===== config.mk =====
export PLATFORM = sky130hd
export DESIGN_NAME = uart_tx_arbiter_flat
export DESIGN_NICKNAME = d
export VERILOG_FILES = /design/src/rtl/uart_tx_arbiter_if.sv /design/src/rtl/uart_tx_arbiter.sv /design/src/flat_wrapper.sv
export SDC_FILE = /design/constraint.sdc
export NUM_CORES = 1
export LEC_CHECK = 0
export CAP_MARGIN = 0
export CORE_MARGIN = 10
export CORE_UTILIZATION = 49
export CTS_CLUSTER_DIAMETER = 150
export DETAILED_ROUTE_END_ITERATION = 7
export PLACE_DENSITY_LB_ADDON = 0.1
export SLEW_MARGIN = 5
export SYNTH_ARGS = -nofsm -noshare
export SYNTH_HDL_FRONTEND = slang
export SYNTH_SLANG_ARGS = --single-unit

===== constraint.sdc =====
create_clock -name clk -period 2.6 [get_ports clk]
set_input_delay 0.39 -clock clk [delete_from_list [all_inputs] [get_ports clk]]
set_output_delay 0.39 -clock clk [all_outputs]
set_load 0.005 [all_outputs]

===== src/rtl/uart_tx_arbiter_if.sv =====
// uart_tx_arbiter_if: source request/ack bundle plus transmitter start/done handshake.
// master = arbiter side, slave = sources and transmitter side.
interface uart_tx_arbiter_if #(
    parameter int NUM_REQ = 4
);
    logic [NUM_REQ-1:0]   req;
    logic [NUM_REQ-1:0]   req_last;
    logic [8*NUM_REQ-1:0] req_data;
    logic [NUM_REQ-1:0]   req_ack;
    logic [NUM_REQ-1:0]   grant;
    logic                 tx_start;
    logic [7:0]           tx_data;
    logic                 tx_busy;
    logic                 tx_done;
    logic                 timeout_err;

    modport master (
        input  req, req_last, req_data, tx_busy, tx_done,
        output req_ack, grant, tx_start, tx_data, timeout_err
    );

    modport slave (
        output req, req_last, req_data, tx_busy, tx_done,
        input  req_ack, grant, tx_start, tx_data, timeout_err
    );
endinterface


===== src/rtl/uart_tx_arbiter.sv =====
// uart_tx_arbiter: packet-granular round-robin sharing of one UART transmitter with watchdog.
// Define UART_ARB_PRIO0_EN to let source 0 win every idle arbitration it takes part in.
module uart_tx_arbiter #(
    parameter int NUM_REQ      = 4,
    parameter int CLK_FREQ     = 50000000,
    parameter int TIMEOUT_CLKS = CLK_FREQ / 50
) (
    input logic               clk,
    input logic               reset,
    uart_tx_arbiter_if.master bus
);
    localparam int PW = $clog2(NUM_REQ);
    localparam int WW = $clog2(TIMEOUT_CLKS) + 1;

    typedef enum logic [1:0] {IDLE, LOAD, WAIT_DONE, HOLD} state_t;

    state_t             state_q;
    logic [NUM_REQ-1:0] grant_q, ack_q;
    logic [PW-1:0]      rr_ptr_q, g_q, pick_d, rr_d;
    logic [WW-1:0]      wdog_q;
    logic [7:0]         data_q;
    logic               start_q, terr_q, last_flag_q, found_d, expired_d;

    assign bus.grant       = grant_q;
    assign bus.req_ack     = ack_q;
    assign bus.tx_start    = start_q;
    assign bus.tx_data     = data_q;
    assign bus.timeout_err = terr_q;

    // First requester scanning upward from rr_ptr, wrapping at NUM_REQ.
    always_comb begin
        pick_d  = rr_ptr_q;
        found_d = 1'b0;
        for (int i = 0; i < NUM_REQ; i++) begin
            if (!found_d && bus.req[(int'(rr_ptr_q) + i) % NUM_REQ]) begin
                pick_d  = PW'((int'(rr_ptr_q) + i) % NUM_REQ);
                found_d = 1'b1;
            end
        end
`ifdef UART_ARB_PRIO0_EN
        if (bus.req[0]) pick_d = '0;
`else
`endif
    end

    assign rr_d      = (g_q == PW'(NUM_REQ - 1)) ? '0 : g_q + 1'b1;
    assign expired_d = wdog_q == WW'(TIMEOUT_CLKS - 1);

    always_ff @(posedge clk or posedge reset) begin
        if (reset) begin
            state_q     <= IDLE;
            grant_q     <= '0;
            ack_q       <= '0;
            start_q     <= 1'b0;
            data_q      <= 8'h00;
            terr_q      <= 1'b0;
            rr_ptr_q    <= '0;
            g_q         <= '0;
            wdog_q      <= '0;
            last_flag_q <= 1'b0;
        end else begin
            ack_q   <= '0;
            start_q <= 1'b0;
            terr_q  <= 1'b0;
            case (state_q)
                IDLE: if (|bus.req && !bus.tx_busy) begin
                    g_q     <= pick_d;
                    grant_q <= NUM_REQ'(1) << pick_d;
                    state_q <= LOAD;
                end
                LOAD: begin
                    data_q      <= bus.req_data[int'(g_q) * 8 +: 8];
                    start_q     <= 1'b1;
                    ack_q       <= grant_q;
                    last_flag_q <= bus.req_last[g_q];
                    wdog_q      <= '0;
                    state_q     <= WAIT_DONE;
                end
                WAIT_DONE: begin
                    wdog_q <= wdog_q + 1'b1;
                    if (bus.tx_done) begin
                        if (last_flag_q) begin
                            grant_q  <= '0;
                            rr_ptr_q <= rr_d;
                            state_q  <= IDLE;
                        end else if (bus.req[g_q]) begin
                            state_q <= LOAD;
                        end else begin
                            wdog_q  <= '0;
                            state_q <= HOLD;
                        end
                    end else if (expired_d) begin
                        terr_q   <= 1'b1;
                        grant_q  <= '0;
                        rr_ptr_q <= rr_d;
                        state_q  <= IDLE;
                    end
                end
                HOLD: begin
                    wdog_q <= wdog_q + 1'b1;
                    if (bus.req[g_q]) begin
                        state_q <= LOAD;
                    end else if (expired_d) begin
                        terr_q   <= 1'b1;
                        grant_q  <= '0;
                        rr_ptr_q <= rr_d;
                        state_q  <= IDLE;
                    end
                end
            endcase
        end
    end
endmodule

===== src/flat_wrapper.sv =====
// flat-port wrapper written by rule: the top's interface ports become plain ports
module uart_tx_arbiter_flat 
#(
    parameter int NUM_REQ      = 4,
    parameter int CLK_FREQ     = 50000000,
    parameter int TIMEOUT_CLKS = CLK_FREQ / 50
)
  (clk, reset, bus_req, bus_req_last, bus_req_data, bus_tx_busy, bus_tx_done, bus_req_ack, bus_grant, bus_tx_start, bus_tx_data, bus_timeout_err);
  uart_tx_arbiter_if #(.NUM_REQ(NUM_REQ)) bus_i ();
  input logic clk;
  input logic reset;
  input wire logic [$bits(bus_i.req)-1:0] bus_req;
  input wire logic [$bits(bus_i.req_last)-1:0] bus_req_last;
  input wire logic [$bits(bus_i.req_data)-1:0] bus_req_data;
  input wire logic [$bits(bus_i.tx_busy)-1:0] bus_tx_busy;
  input wire logic [$bits(bus_i.tx_done)-1:0] bus_tx_done;
  output wire logic [$bits(bus_i.req_ack)-1:0] bus_req_ack;
  output wire logic [$bits(bus_i.grant)-1:0] bus_grant;
  output wire logic [$bits(bus_i.tx_start)-1:0] bus_tx_start;
  output wire logic [$bits(bus_i.tx_data)-1:0] bus_tx_data;
  output wire logic [$bits(bus_i.timeout_err)-1:0] bus_timeout_err;
  assign bus_i.req = bus_req;
  assign bus_i.req_last = bus_req_last;
  assign bus_i.req_data = bus_req_data;
  assign bus_i.tx_busy = bus_tx_busy;
  assign bus_i.tx_done = bus_tx_done;
  assign bus_req_ack = bus_i.req_ack;
  assign bus_grant = bus_i.grant;
  assign bus_tx_start = bus_i.tx_start;
  assign bus_tx_data = bus_i.tx_data;
  assign bus_timeout_err = bus_i.timeout_err;
  uart_tx_arbiter #(.NUM_REQ(NUM_REQ), .CLK_FREQ(CLK_FREQ), .TIMEOUT_CLKS(TIMEOUT_CLKS)) u_core (.clk(clk), .reset(reset), .bus(bus_i));
endmodule

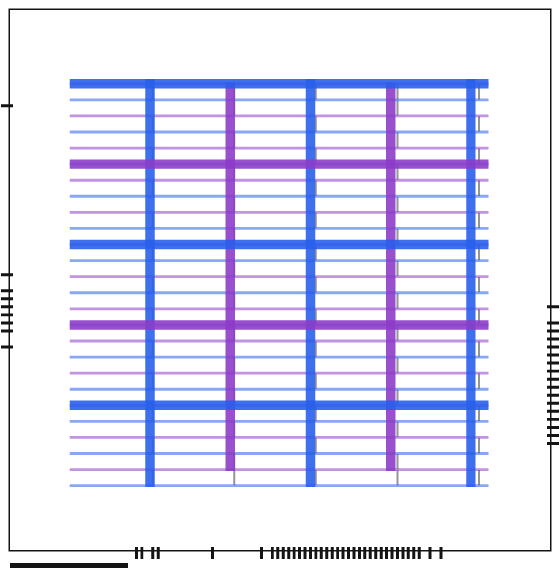
(images/pdn.png)
Bar = 20 um. Pins as bars on the die edge. Tap cells in gray.
VDD -> purple
VSS -> blue
met4 straps = 5
met1 rails = 26
tap cells = 67
signal pins = 62
met5 straps = 5
die width: 91.36 um
peak supply drop: 0.5448 mV

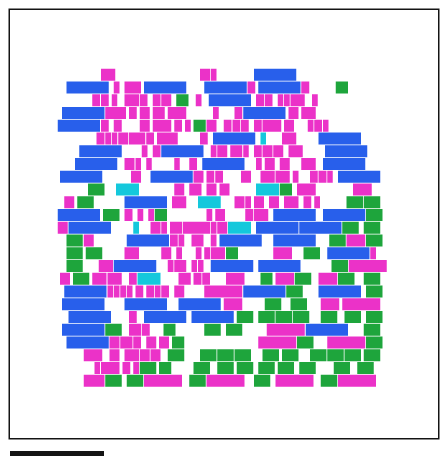
(images/cell_classes.png)
Bar = 20 um.
all other logic -> magenta  # cells 182
flip-flops -> blue  # cells 46
clock drivers and dummy loads -> cyan  # cells 7
other buffers and delay cells -> green  # cells 71
Rows: 25
Seq area share: 0.3493
core area: 0.004817 mm^2

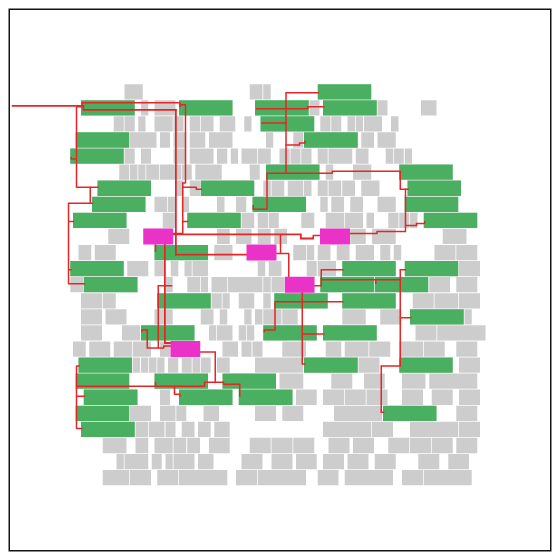
(images/clock_map.png)
cells driving clock nets -> magenta  # count 5
flip-flops -> green  # count 46
clock wires -> red  # length 493 um
routed clock nets = 6
Clock Power Share: 0.143
Insertion Delay late pin: 0.29 ns
Clk power: 399 uW

==> ci_impl_report.md <==
## Implementation flow summary

| Metric | Value |
|---|---|
| Max reg flops | 21 |
| Vias in the first global route | between 2000 and 2500 |
| Flop count | 46 |
| Placement Cell Area | roughly 0.0032 mm^2 |
| Layout cells sized above 1 | 0.1503 |
| DRT iter0 DRCs | between 150 and 200 |
| H-tree depth | 2 |
| CTS tree | built |
| Initial antenna violation count | 0 |
| LEAKAGE | between 1 and 1.5 nW |
| Pwr Density | 845.5 mW/mm^2 |
| CTS Hold Bufs | 0 |
| Comb area share | 0.3861 |
| Clk sinks | 46 |
| Logic area | 0.001272 mm^2 |
| Most numerous logic cell after layout | clkdlybuf4s50_1 |
| Status | finished clean |
| Aoi share | 0.1570 |
| Setup violations, final | 0 |
| Flip-flops with a built-in enable | 0 |
| Top cells excl fill/tap | clkdlybuf4s50_1, dfrtp_1, nand2_1 |
| Worst Path Required | ~2.8 ns |
| Critical path depth in cells | 6 |
| Largest area contributor in the synthesized netlist | dfrtp_1 |
| Post-synth ARST share | 1.000 |
| CP top delay family | AND-OR/OR-AND gates |
| Die area | around 0.0083 mm^2 |
| Max Freq | 476.1 MHz |
| Post-synth cell types | between 40 and 50 |
| CP endpoint kind | flip-flop |
| Met2 Resource Use GR | 0.2792 |
| Design area | about 0.0033 mm^2 |
| Fin. Hold Viols | 0 |
| Measured slew at the worst slew-check pin | roughly 0.53 ns |
| Synth Flop Type | dfrtp_1 |
| Drt drc | 0 |
| Setup Buffers After CTS | 0 |
| Main logic family | simple AND/OR/NAND/NOR gates |
| FF-to-FF path depth | 6 |
| Nets@finish | roughly 350 |
| Layout area overhead | 32.10% |
| Max Cap Violations | 0 |
-- Yosys cell counts, types with 3 or more instances --
library cell,n
nor2_1,10
a21oi_1,6
a22o_1,6
nand4_1,8
o21ai_0,25
nand3_1,6
and3_1,7
nor3_1,5
xor2_1,4
nor4_1,3
inv_1,7
nand2_1,28
nor4b_1,3
mux2_2,11
buf_2,6
clkbuf_1,3
mux4_2,10
dfrtp_1,46
a31oi_1,9
nor2b_1,4
-- metrics by stage --
step / hold WS, ns / worst slack [ns] / total power [mW] / instances
6_report: 0.4088 / 0.4994 / 2.787 / 373
5_1_grt: 0.4522 / 0.4448 / 2.988 / 373
4_1_cts: 0.4248 / 0.5301 / 2.809 / 373
3_5_place_dp: 0.4746 / 0.2310 / 2.414 / 366
3_3_place_gp: 0.4685 / 0.2656 / 2.379 / 366
2_1_floorplan: 0.4393 / 0.7732 / 1.872 / 238
-- worst reg2reg max path, stage by stage (launching register included) --
cell	delay (ns)
dfrtp_1	0.41
ha_1	0.24
and4_2	0.26
nand2_1	0.11
or4_1	0.54
o211ai_1	0.19
o211ai_1	0.11
-- how the worst min path moves through the flow --
stage | from | end | slack (ns) | cells after the start
floorplan | u_core.wdog_q[15] | u_core.wdog_q[15] | 0.44 | 1
global placement | u_core.wdog_q[19] | u_core.wdog_q[19] | 0.47 | 1
detailed placement | u_core.wdog_q[15] | u_core.wdog_q[15] | 0.47 | 1
CTS | reset | u_core.bus.tx_data[0] | 0.42 | 2
global route | reset | u_core.wdog_q[15] | 0.45 | 2
finish | reset | u_core.wdog_q[15] | 0.41 | 2
-- power breakdown --
part           total [mW]  switching, mW  internal (mW)
registers            1.08          0.176          0.908
logic                1.30          0.610          0.694
clock network       0.399          0.214          0.185
Power figures rest on the tool's default switching activity, not on a simulated workload.
